==> config.mk <==
export PLATFORM = sky130hd
export DESIGN_NAME = imem_loader
export DESIGN_NICKNAME = d
export VERILOG_FILES = /design/src/rtl/imem_loader_pkg.sv /design/src/rtl/imem_loader.sv
export SDC_FILE = /design/constraint.sdc
export NUM_CORES = 1
export LEC_CHECK = 0
export ABC_AREA = 0
export ABC_CLOCK_PERIOD_IN_PS = 2000
export CELL_PAD_IN_SITES_DETAIL_PLACEMENT = 0
export CELL_PAD_IN_SITES_GLOBAL_PLACEMENT = 2
export CORE_MARGIN = 4
export CORE_UTILIZATION = 24
export DETAILED_ROUTE_END_ITERATION = 6
export HOLD_SLACK_MARGIN = 0.12
export PLACE_DENSITY_LB_ADDON = 0.2
export SLEW_MARGIN = 20
export SYNTH_ARGS = -nofsm -noshare
export SYNTH_HDL_FRONTEND = slang
export SYNTH_SLANG_ARGS = --single-unit
==> constraint.sdc <==
create_clock -name clk -period 2 [get_ports clk]
set_clock_uncertainty 0.2 [all_clocks]
set_input_delay 0.4 -clock clk [delete_from_list [all_inputs] [get_ports clk]]
set_output_delay 0.4 -clock clk [all_outputs]
set_load 0.01 [all_outputs]
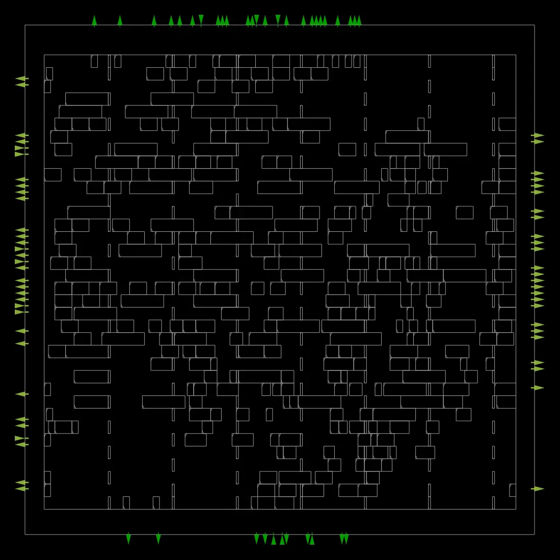
*Cell placement*
sequential cell count of the final layout: 49
core region area: 9950 um2
standard-cell rows: 36
sequential portion of the cell area: 0.339

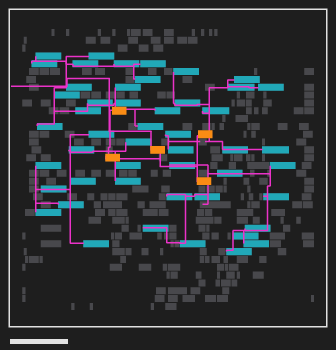
*Clock wires, drivers and flops*
Bar = 20 um.
Key: cyan = flip-flops [count 49]; orange = clock drivers [count 5]; magenta = clock wires [length 674 um]
There are 6 routed clock nets.
power in the clock group: 728 uW
share of power burned in the clock network: 0.194

==> summary.txt <==
flow finished, numbers: fraction of registers with async set/reset 1.00, sequential cell area fraction in the yosys report 0.493, wire length of the first global-routing pass around 10 mm, final worst path period need roughly 2.1 ns, # hold bufs at CTS 0, buffer count from post-CTS setup fixing 3, Detail Placement HPWL 4.98 mm, # diodes 0, MUX area fraction 0, post-CTS sizing 21, path type of the worst min-delay path in -> async, endpoints failing setup 1, leading cell types in the layout, fill and taps excluded clkdlybuf4s50_1 (64), dfrtp_1 (46), buf_4 (26), number of remaining DRC errors 0, number of iterations in the first detailed-routing pass 4, Antenna Violating Nets Remaining 0, fraction of final layout cells sized beyond drive strength 1 0.225, CP max FO 2, # H-tree levels 2, cell-by-cell trace of the critical path or4b_4, clkinv_4, buf_6, overall track demand over capacity in global routing 0.110, outcome finished with violations, clock tree from TritonCTS done, biggest combinational cell group after synthesis AND-OR/OR-AND gates, Post-synth EDFFs 0, placement-stage worst setup slack -0.186 ns, Power Total 3750 uW, total length of routed wires 6.74 mm, minimum setup slack in the final design -0.0611 ns, number of buffers inserted during clock tree synthesis 5, number of warnings reported in the yosys synthesis log 0, predominant post-synthesis flop cell dfrtp_1, crit share post-route 1.03, highest attainable clock frequency a little under 500 MHz, die area between 10,000 and 15,000 um2, power density over the cells 1030 nW/um2, clock transition at the register clock pins on the worst setup and hold paths after CTS about 0.10 ns, vias in the first global route 1,869, Crit Path Class reg -> out, unrepaired setup endpoints after global routing true, largest area contributor in the synthesized netlist dfrtp_1, detailed-route via count 1,940, slew margin rel. 0.600, violated checks negative setup slack, Syn Area/Cell 11.5 um2, Complex Gates by Area 0.178, top area contributor share 0.493, Insertion Delay late pin 0.30 ns, total cells reported by yosys after synthesis roughly 220, synthesized cell area roughly 2500 um2, routed via count divided by cell count 4.37, startpoint type of the worst setup path register
-- worst max-delay path, delay by kind of cell (launching register included) --
family / cells / cell delay [ns]
and+or+nand+nor: 1 / 0.58
buffers and inverters: 2 / 0.17
DFF: 1 / 0.41
-- cells by family (layout without fill, tap and decap cells) --
logic type | after synthesis | count (layout)
and+or+nand+nor | 54 | 54
AOI/OAI and AO/OA | 49 | 49
DFF | 49 | 49
buffers and inverters | 48 | 123
xor gates and xnor gates | 8 | 8
adders and majority gates | 7 | 7
other | 2 | 21
-- area by class of cell --
type | count | area [um2]
clock buffers | 5 | 68.8
clock inverters | 3 | 46.3
fillers | 1012 | 6330
inverters | 9 | 38.8
multi-input cells | 139 | 1050
flip-flops and latches | 49 | 1230
well taps | 133 | 166
repair buffers | 106 | 1030
-- per-stage QoR --
stage	std cells	util	hold slack, ns	area (um2)
floorplan	236	-	0.278	2560
global placement	429	0.341	0.272	3390
detailed placement	429	0.341	0.285	3390
CTS	440	0.356	0.225	3540
global route	444	0.364	0.225	3630
finish	444	0.364	0.226	3630
-- synth_stat cells (2+ instances only) --
master    number
nor2_4         2
xnor2_1        5
o21ai_0        4
nor3_1         6
inv_1          8
nand2_1       11
xor2_1         3
and2_1         2
a211oi_1       2
ha_1           7
buf_4         34
dfrtp_1       49
nor2_1        13
nor3b_1        3
a32o_1        16
a21oi_1        2
nand3_1        3
conb_1         2
buf_2          2
nand4_1        3
a21oi_4        2
a22o_1        16
clkbuf_1       2
-- routing by layer --
metal,global-route usage,share of wire
met1,0.158,0.47
met5,0,0
met2,0.161,0.44
met4,0.0214,0.0027
met3,0.0364,0.083
-- power breakdown --
part	leakage [uW]	total (uW)	switching [uW]	internal [uW]
Clock	0.0000543	728	354	375
Combinational	0.000877	1770	895	871
Sequential	0.000669	1260	116	1140
Power is estimated from default activity; no workload was simulated.
